==> run_1/congestion_map.png <==
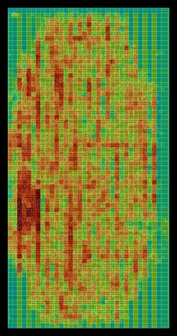
==> run_1/layers.png <==
(1 px per um)
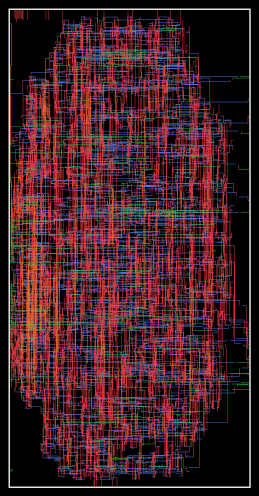
==> run_1/closeup.png <==
Region (169, 109) to (189, 129) um. Cells in gray, sequential cells in the stronger gray; small squares are vias.
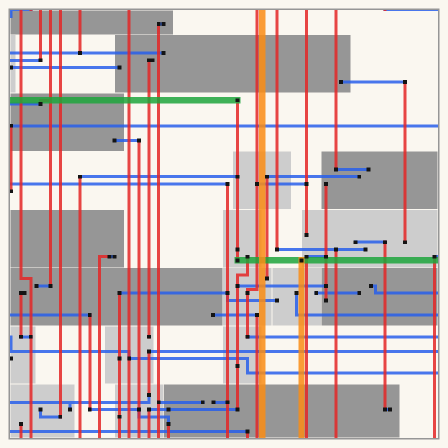
==> src/rtl/des_pkg.sv <==
// DES key-schedule constants, types and permutation helpers (FIPS 46-3).
package des_pkg;

  localparam int unsigned KEY_W    = 64;
  localparam int unsigned CD_W     = 56;
  localparam int unsigned HALF_W   = 28;
  localparam int unsigned SUBKEY_W = 48;
  localparam int unsigned ROUNDS   = 16;
  localparam int unsigned ROUND_W  = 4;

  typedef logic [HALF_W-1:0]   half_t;
  typedef logic [SUBKEY_W-1:0] subkey_t;

  // One-hot schedule state.
  typedef enum logic [2:0] {
    KS_IDLE  = 3'b001,
    KS_ROUND = 3'b010,
    KS_DONE  = 3'b100
  } key_state_t;

  // Permuted choice 1: 64-bit key -> 56-bit C||D, 1-based DES bit numbers.
  localparam int unsigned PC1 [CD_W] = '{
    57, 49, 41, 33, 25, 17,  9,
     1, 58, 50, 42, 34, 26, 18,
    10,  2, 59, 51, 43, 35, 27,
    19, 11,  3, 60, 52, 44, 36,
    63, 55, 47, 39, 31, 23, 15,
     7, 62, 54, 46, 38, 30, 22,
    14,  6, 61, 53, 45, 37, 29,
    21, 13,  5, 28, 20, 12,  4
  };

  // Permuted choice 2: 56-bit C||D -> 48-bit subkey, 1-based DES bit numbers.
  localparam int unsigned PC2 [SUBKEY_W] = '{
    14, 17, 11, 24,  1,  5,
     3, 28, 15,  6, 21, 10,
    23, 19, 12,  4, 26,  8,
    16,  7, 27, 20, 13,  2,
    41, 52, 31, 37, 47, 55,
    30, 40, 51, 45, 33, 48,
    44, 49, 39, 56, 34, 53,
    46, 42, 50, 36, 29, 32
  };

  // Left-rotate amount applied before each round's PC-2.
  localparam int unsigned SHIFT [ROUNDS] = '{
    1, 1, 2, 2, 2, 2, 2, 2, 1, 2, 2, 2, 2, 2, 2, 1
  };

  // DES bit 1 is the MSB; parity bits simply never get selected.
  function automatic logic [CD_W-1:0] pc1(input logic [KEY_W-1:0] key);
    logic [CD_W-1:0] r;
    r = '0;
    for (int i = 0; i < int'(CD_W); i++) begin
      r[6'(int'(CD_W) - 1 - i)] = 1'(key >> (KEY_W - PC1[i]));
    end
    return r;
  endfunction

  function automatic subkey_t pc2(input logic [CD_W-1:0] cd);
    subkey_t r;
    r = '0;
    for (int i = 0; i < int'(SUBKEY_W); i++) begin
      r[6'(int'(SUBKEY_W) - 1 - i)] = 1'(cd >> (CD_W - PC2[i]));
    end
    return r;
  endfunction

  // 28-bit rotate left: bits leaving the MSB re-enter at the LSB.
  function automatic half_t rotl28(input half_t h, input int unsigned s);
    logic [2*HALF_W-1:0] t;
    t = {h, h} << s;
    return t[2*HALF_W-1 -: HALF_W];
  endfunction

endpackage

==> src/rtl/des_key_schedule_if.sv <==
// Start/done/ack handshake, subkey read port and subkey write stream.
interface des_key_schedule_if;
  import des_pkg::*;

  logic            enable;
  logic [7:0][7:0] DESkey;
  logic            ack;
  logic [3:0]      rd_idx;
  subkey_t         rd_key;
  logic            sk_valid;
  logic [3:0]      sk_round;
  subkey_t         sk_out;
  logic            busy;
  logic            done;

  // Controller / consumer side.
  modport master (
    output enable, DESkey, ack, rd_idx,
    input  rd_key, sk_valid, sk_round, sk_out, busy, done
  );

  // Key schedule side.
  modport slave (
    input  enable, DESkey, ack, rd_idx,
    output rd_key, sk_valid, sk_round, sk_out, busy, done
  );
endinterface

==> src/rtl/des_subkey_rf.sv <==
// 16 x 48 subkey register file: one write port, one combinational read port.
module des_subkey_rf
  import des_pkg::*;
(
  input  logic               clk,
  input  logic               clr_i,
  input  logic               we_i,
  input  logic [ROUND_W-1:0] waddr_i,
  input  subkey_t            wdata_i,
  input  logic [ROUND_W-1:0] raddr_i,
  output subkey_t            rdata_o
);

  subkey_t mem_q [ROUNDS];

  // Synchronous clear has priority over the write.
  always_ff @(posedge clk) begin
    if (clr_i) begin
      for (int i = 0; i < int'(ROUNDS); i++) begin
        mem_q[i] <= '0;
      end
    end else if (we_i) begin
      mem_q[waddr_i] <= wdata_i;
    end
  end

  // Read returns pre-write contents when addressing the entry being written.
  assign rdata_o = mem_q[raddr_i];

endmodule

==> src/rtl/des_key_schedule.sv <==
// DES key schedule: PC-1 on start, then one rotate + PC-2 subkey per cycle.
module des_key_schedule
  import des_pkg::*;
(
  input  logic               clk,
  input  logic               reset,
  des_key_schedule_if.slave  bus
);

  key_state_t         state_q;
  logic [ROUND_W-1:0] round_q;
  half_t              c_q;
  half_t              d_q;
  logic               busy_q;
  logic               done_q;

  half_t              c_d;
  half_t              d_d;
  subkey_t            sk_key;
  logic               sk_we;

  // Round datapath: rotate both halves and form this round's subkey.
  always_comb begin
    c_d    = rotl28(c_q, SHIFT[round_q]);
    d_d    = rotl28(d_q, SHIFT[round_q]);
    sk_key = pc2({c_d, d_d});
    sk_we  = (state_q == KS_ROUND);
  end

  // Schedule FSM with C/D registers and registered status outputs.
  always_ff @(posedge clk) begin
    if (!reset) begin
      state_q <= KS_IDLE;
      round_q <= '0;
      c_q     <= '0;
      d_q     <= '0;
      busy_q  <= 1'b0;
      done_q  <= 1'b0;
    end else begin
      case (state_q)
        KS_IDLE: begin
          if (bus.enable) begin
            {c_q, d_q} <= pc1(KEY_W'(bus.DESkey));
            round_q    <= '0;
            busy_q     <= 1'b1;
            state_q    <= KS_ROUND;
          end
        end
        KS_ROUND: begin
          c_q <= c_d;
          d_q <= d_d;
          if (round_q == ROUND_W'(ROUNDS - 1)) begin
            busy_q  <= 1'b0;
            done_q  <= 1'b1;
            state_q <= KS_DONE;
          end else begin
            round_q <= round_q + ROUND_W'(1);
          end
        end
        KS_DONE: begin
          if (bus.ack) begin
            done_q  <= 1'b0;
            state_q <= KS_IDLE;
          end
        end
        default: begin
          busy_q  <= 1'b0;
          done_q  <= 1'b0;
          state_q <= KS_IDLE;
        end
      endcase
    end
  end

  des_subkey_rf u_rf (
    .clk     (clk),
    .clr_i   (!reset),
    .we_i    (sk_we),
    .waddr_i (round_q),
    .wdata_i (sk_key),
    .raddr_i (bus.rd_idx),
    .rdata_o (bus.rd_key)
  );

  // Write stream is zero outside ROUND so it only carries live subkeys.
  assign bus.sk_valid = sk_we;
  assign bus.sk_round = sk_we ? round_q : ROUND_W'(0);
  assign bus.sk_out   = sk_we ? sk_key : '0;
  assign bus.busy     = busy_q;
  assign bus.done     = done_q;

endmodule
==> src/flat_wrapper.sv <==
// flat-port wrapper written by rule: the top's interface ports become plain ports
module des_key_schedule_flat import des_pkg::*;
  (clk, reset, bus_enable, bus_DESkey, bus_ack, bus_rd_idx, bus_rd_key, bus_sk_valid, bus_sk_round, bus_sk_out, bus_busy, bus_done);
  des_key_schedule_if bus_i ();
  input  logic clk;
  input  logic reset;
  input wire logic [$bits(bus_i.enable)-1:0] bus_enable;
  input wire logic [$bits(bus_i.DESkey)-1:0] bus_DESkey;
  input wire logic [$bits(bus_i.ack)-1:0] bus_ack;
  input wire logic [$bits(bus_i.rd_idx)-1:0] bus_rd_idx;
  output wire logic [$bits(bus_i.rd_key)-1:0] bus_rd_key;
  output wire logic [$bits(bus_i.sk_valid)-1:0] bus_sk_valid;
  output wire logic [$bits(bus_i.sk_round)-1:0] bus_sk_round;
  output wire logic [$bits(bus_i.sk_out)-1:0] bus_sk_out;
  output wire logic [$bits(bus_i.busy)-1:0] bus_busy;
  output wire logic [$bits(bus_i.done)-1:0] bus_done;
  assign bus_i.enable = bus_enable;
  assign bus_i.DESkey = bus_DESkey;
  assign bus_i.ack = bus_ack;
  assign bus_i.rd_idx = bus_rd_idx;
  assign bus_rd_key = bus_i.rd_key;
  assign bus_sk_valid = bus_i.sk_valid;
  assign bus_sk_round = bus_i.sk_round;
  assign bus_sk_out = bus_i.sk_out;
  assign bus_busy = bus_i.busy;
  assign bus_done = bus_i.done;
  des_key_schedule u_core (.clk(clk), .reset(reset), .bus(bus_i));
endmodule
==> config.mk <==
export PLATFORM = sky130hd
export DESIGN_NAME = des_key_schedule_flat
export DESIGN_NICKNAME = d
export VERILOG_FILES = /design/src/rtl/des_pkg.sv /design/src/rtl/des_key_schedule_if.sv /design/src/rtl/des_subkey_rf.sv /design/src/rtl/des_key_schedule.sv /design/src/flat_wrapper.sv
export SDC_FILE = /design/constraint.sdc
export NUM_CORES = 1
export LEC_CHECK = 0
export CORE_ASPECT_RATIO = 2
export CORE_MARGIN = 1
export CORE_UTILIZATION = 34
export CTS_BUF_LIST = sky130_fd_sc_hd__clkbuf_2
export DETAILED_ROUTE_END_ITERATION = 10
export PLACE_DENSITY = 0.46
export SYNTH_ARGS = -nofsm -noshare
export SYNTH_HDL_FRONTEND = slang
export SYNTH_HIERARCHICAL = 1
export SYNTH_SLANG_ARGS = --single-unit
==> constraint.sdc <==
create_clock -name clk -period 3.5 [get_ports clk]
set_input_delay 0.7 -clock clk [delete_from_list [all_inputs] [get_ports clk]]
set_output_delay 0.7 -clock clk [all_outputs]
set_load 0.02 [all_outputs]
==> flow_metrics.py, run 1 <==
# Generated from Yosys and OpenROAD reports
metrics = {
    "power": {
        "vdd_drop_max_v": 0.000280,
        "power_uw": 20000,
        "p_leak_uw": 0.0183,
        "power.density_nw_per_um2": 419,
    },
    "setup_path": {
        "reg2reg_slack_ns": 0.15,
        "cp-startpoint": "u_core/round_q[1]",
        "worst_ep_required_time_ns": 2.80,
        "crit_path_end": "bus_sk_out[23]",
    },
    "clocking": {
        "clk_latency_ns": 1.51,
        "numCtsBuffers": 191,
        "htreeDepth": 4,
        "cts_num_sinks": 833,
        "cts_tree": "built",
    },
    "timing": {
        "finClkSkew_ns": 0.101,
        "tns_ns": -22.71,
        "rsz0062_at_grt": "true",
        "period_used_pct": 124,
        "setup-violations-final": 64,
        "tightest_slew_ns": 1.25,
        "fin_crit_ns": 4.33,
        "fmax_ghz": 0.231,
        "worst_slack_ns": -0.826,
    },
    "floorplanning": {
        "core_area_um2": 111000,
        "die_x_um": 239,
        "die_y_um": 476,
    },
    "placement": {
        "dp_hpwl_um": 71300,
        "preCtsSetupSlack_ns": -0.124,
        "placed_area_um2": 42900,
        "port-buffer-count": 126,
    },
    "finish": {
        "drive_above_1_share_pct": 34.3,
        "final_area_um2": 47900,
        "flop_area_um2": 24400,
        "final_cell_mix": "and2_1 (768), edfxtp_1 (768), clkbuf_2 (285), mux4_2 (192), buf_4 (180)",
        "final_nets": 3207,
    },
    "yosys": {
        "synth_area_um2": 38300,
        "yosysWarnings": 6,
        "yosysChipArea_um2": 38300,
        "synth_seq_share_pct": 63.7,
        "ys_ff": 833,
        "synthCells": 2587,
    },
    "route": {
        "drt-initial-drc-count": 1521,
    },
    "flow_run": {
        "openroad.warnings": 66,
    },
    "run_status": {
        "status": "finished, violations left",
        "violations": "setup timing",
    },
    "global_route": {
        "grt_first_pass_wirelength_um": 177000,
    },
}
## Picture notes: congestion_map.png
Final Util: 43.0%
busiest grt layer: met2
routed length per instance: 25.6 um

## Picture notes: layers.png
color	layer	wire length
purple	M5	17.5 um
orange	M4	4450 um
red	M2	69.5 mm
green	M3	6260 um
blue	M1	42.4 mm
final WL: 123000 um
All-Layer GR Usage: 21.9%
via count: 24100

## Picture notes: closeup.png
color	layer
blue	M1
orange	M4
red	M2
green	M3
cells with their middle in the window	13
sequential cells in the window	3
netlist names of flops here include	u_core/u_rf/mem_q (3)
most frequent	and2_1 (5), edfxtp_1 (3), clkbuf_2 (2)

==> run 1: final cells by class <==
type | count | area share, %
antenna | 16 | 0.0837
clock buffer | 284 | 2.97
clock inverter | 59 | 0.766
inverter | 11 | 0.102
multi-input combinational | 1622 | 30.5
sequential | 833 | 51.0
tap | 1487 | 3.89
timing repair buffer | 472 | 10.7
==> run 1: registers in the layout, indices dropped and copies added, names as in the netlist <==
register	count
u_core/u_rf/mem_q	768
u_core/c_q	28
u_core/d_q	28
u_core/round_q	4
u_core/state_q	3
u_core/bus.busy	1
u_core/bus.done	1
==> run 1: synthesized netlist by cell type (5+ instances only) <==
cell / number / area (um2)
o21ai_0: 9 / 45.0
nand4_1: 7 / 43.8
mux2_2: 5 / 56.3
or2_2: 17 / 106
a22oi_1: 96 / 721
nor3_1: 9 / 45.0
dfxtp_1: 65 / 1300
clkbuf_2: 12 / 60.1
buf_2: 28 / 140
nand2_1: 111 / 417
nand3_1: 21 / 105
a221o_1: 9 / 90.1
inv_1: 11 / 41.3
o211a_1: 19 / 190
buf_1: 14 / 52.6
a22o_1: 7 / 61.3
buf_4: 29 / 218
a21oi_1: 14 / 70.1
and2_1: 795 / 4970
edfxtp_1: 768 / 23100
mux2i_1: 65 / 651
mux4_2: 192 / 4320
nor2_1: 42 / 158
clkbuf_1: 161 / 604
o221ai_1: 17 / 149
==> run 1: cells by family after synthesis <==
| group | count (synthesis) | synth area share [%] |
|---|---|---|
| flops | 833 | 63.7 |
| other cells | 1 | 0.00980 |
| simple gates | 1029 | 15.9 |
| fa+ha+maj | 4 | 0.131 |
| xor+xnor | 1 | 0.0229 |
| buf+inv | 259 | 3.04 |
| compound gates | 194 | 3.97 |
| mux | 266 | 13.3 |
==> run 1: critical path: stages, from the launching register on <==
cell	delay [ns]
dfxtp_4	0.40
inv_4	0.08
ha_4	0.14
nand2_4	0.05
a31oi_4	0.29
buf_12	0.17
buf_8	0.12
mux2i_4	0.25
mux2i_1	0.15
buf_4	0.18
and2_4	0.15
buf_6	0.12
==> run 1: worst min path at each step <==
stage                                 to            from  slack, ns  cells after the start
after floorplan           u_core/c_q[11]  u_core/c_q[11]       0.45                      2
final                      u_core/d_q[6]  bus_DESkey[43]       0.42                      4
after global routing       u_core/d_q[6]  bus_DESkey[43]       0.25                      4
after detailed placement   u_core/c_q[7]   u_core/c_q[7]       0.47                      2
after CTS                 u_core/d_q[22]  bus_DESkey[41]       0.16                      5
after global placement    u_core/c_q[26]  u_core/c_q[26]       0.47                      2
==> run 1: metal layers <==
layer  up-vias  global-route usage [%]  share of wire, %
li1      10600                       -                 -
met2       791                    42.2                57
met1     12400                    22.5                35
met3       241                    4.19               5.1
met5         -                       0             0.014
met4         2                    9.37               3.6
==> run 1: timing repair <==
item	CTS	global route
endpoints found under the hold margin	41	0
hold buffers	69	0
gates resized	713	113
gates cloned	3	1
setup endpoints to repair	86	117
buffers inserted	94	38
pin swaps	118	32
==> run 1: report_power, final <==
part / leakage [uW] / internal, uW / total [uW] / switching, uW
Combinational: 0.00847 / 969 / 2220 / 1250
Clock: 0.00135 / 2530 / 6530 / 3990
Sequential: 0.00843 / 11200 / 11300 / 135
Total: 0.0183 / 14700 / 20000 / 5380
==> run_1/m4.png <==
(1 px per um)
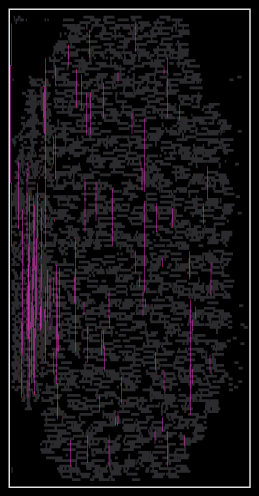

==> run 1 -> run 2 <==
--- a/config.mk
+++ b/config.mk
@@ -5,12 +5,14 @@
 export SDC_FILE = /design/constraint.sdc
 export NUM_CORES = 1
 export LEC_CHECK = 0
+export CELL_PAD_IN_SITES_DETAIL_PLACEMENT = 0
+export CELL_PAD_IN_SITES_GLOBAL_PLACEMENT = 1
 export CORE_ASPECT_RATIO = 2
 export CORE_MARGIN = 1
 export CORE_UTILIZATION = 34
 export CTS_BUF_LIST = sky130_fd_sc_hd__clkbuf_2
 export DETAILED_ROUTE_END_ITERATION = 10
-export PLACE_DENSITY = 0.46
+export PLACE_DENSITY = 0.53
 export SYNTH_ARGS = -nofsm -noshare
 export SYNTH_HDL_FRONTEND = slang
 export SYNTH_HIERARCHICAL = 1
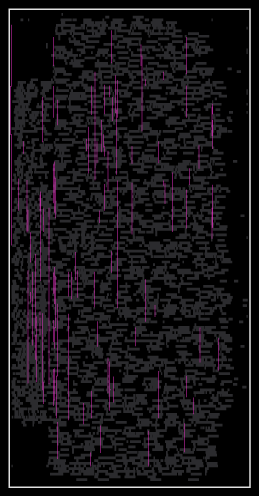
(run_2/m4.png)
(1 px per um)
main direction	vertical
nets with wire on the layer	52
share of all routed wire	3.0%
longest straight run	176 um
wire length on this layer	3860 um
via count: 24200
final WL: 129000 um

==> flow_metrics.py, run 2 <==
# Generated from Yosys and OpenROAD reports
metrics = {
    "clocking": {
        "cts_tree": "built",
        "htreeDepth": 4,
        "clk_latency_ns": 1.50,
        "cts_num_sinks": 833,
        "numCtsBuffers": 186,
    },
    "global_route": {
        "use_met2_pct": 44.5,
        "grt_util_met1_pct": 24.1,
        "grt_first_pass_wirelength_um": 183000,
        "grt_usage_pct": 23.0,
    },
    "run_status": {
        "status": "finished, violations left",
        "violations": "setup timing",
    },
    "yosys": {
        "yosysWarnings": 6,
        "yosysTopAreaCell": "edfxtp_1",
        "yosysChipArea_um2": 38300,
        "common_cells": "and2_1 (795), edfxtp_1 (768), mux4_2 (192)",
    },
    "placement": {
        "placed_area_um2": 43000,
        "preCtsSetupSlack_ns": -0.196,
        "port-buffer-count": 126,
    },
    "flow_run": {
        "openroad.warnings": 64,
    },
    "power": {
        "power_uw": 20000,
        "p_leak_uw": 0.0183,
    },
    "finish": {
        "largest_reg_flops": 768,
        "final_nets": 3211,
        "flop_area_um2": 24400,
    },
    "timing": {
        "period_used_pct": 123,
        "worst_slack_ns": -0.822,
        "tns_ns": -35.87,
        "setup-violations-final": 75,
        "fmax_ghz": 0.231,
    },
    "route": {
        "wl_per_cell_um": 27.0,
        "drt-initial-drc-count": 1685,
    },
    "setup_path": {
        "cp-startpoint": "u_core/round_q[1]",
    },
    "floorplanning": {
        "die_y_um": 476,
    },
}
==> run 2: cell counts after synthesis <==
Identical to the previous run, type by type.
==> run 2: where the power goes <==
| group | total [uW] | leakage [uW] | internal, uW | switching [uW] |
|---|---|---|---|---|
| clock network | 6510 | 0.00131 | 2510 | 4010 |
| registers | 11300 | 0.00843 | 11200 | 131 |
| logic | 2210 | 0.00856 | 943 | 1270 |
==> run 2: cells by family (layout without fill, tap and decap cells) <==
kind of cell / after synthesis / in the layout / synth area share [%]
compound gates: 194 / 194 / 3.97
xor+xnor: 1 / 1 / 0.0229
fa+ha+maj: 4 / 4 / 0.131
buf+inv: 259 / 816 / 3.04
flops: 833 / 833 / 63.7
mux: 266 / 266 / 13.3
other cells: 1 / 132 / 0.00980
simple gates: 1029 / 1029 / 15.9
==> run 2: layer usage <==
metal	vias up	routed length (um)	share of wire, %
met5	-	0	0
met2	774	73400	57
li1	10600	-	-
met4	0	3860	3.0
met1	12500	45500	35
met3	245	6040	4.7
==> run 2: worst min-delay path by stage <==
stage	slack (ns)	start	to	depth (start not counted)
6_report	0.40	bus_DESkey[59]	u_core/d_q[4]	4
4_1_cts	0.17	bus_DESkey[59]	u_core/d_q[4]	4
5_1_grt	0.25	bus_DESkey[59]	u_core/d_q[4]	4
3_3_place_gp	0.47	u_core/c_q[7]	u_core/c_q[7]	2
2_1_floorplan	0.45	u_core/c_q[11]	u_core/c_q[11]	2
3_5_place_dp	0.48	u_core/bus.busy	u_core/bus.busy	2
==> run 2: worst max-delay path, cell delays in order (launching register included) <==
cell and delay, ns:
dfxtp_4 0.39, inv_4 0.08, ha_4 0.14, nand2_4 0.05
a31oi_4 0.22, buf_12 0.14, buf_12 0.14, buf_6 0.11
mux2_4 0.30, mux2_4 0.28, and2_4 0.17, buf_6 0.12
==> run 2: layout make-up <==
type / count / share of cell area (%)
sequential: 833 / 51.1
antenna: 4 / 0.0210
clock buffer: 271 / 2.84
timing repair buffer: 481 / 11.0
tap: 1487 / 3.90
clock inverter: 53 / 0.781
inverter: 11 / 0.107
multi-input combinational: 1622 / 30.3
==> run 2: timing repair <==
item                       in CTS  in global routing
pin swaps                     104                 47
buffers inserted              114                 29
hold buffers                   57                  0
hold endpoints to repair       38                  0
resized                       643                106
gates cloned                    4                  0
setup endpoints to repair      85                133
==> run 2: metrics by stage <==
step,cells,utilization (%)
5_1_grt,4761,42.9
6_report,4762,42.9
3_5_place_dp,4253,38.6
4_1_cts,4752,42.6
2_1_floorplan,2714,-
3_3_place_gp,4253,38.6
Power figures rest on the tool's default switching activity, not on a simulated workload.
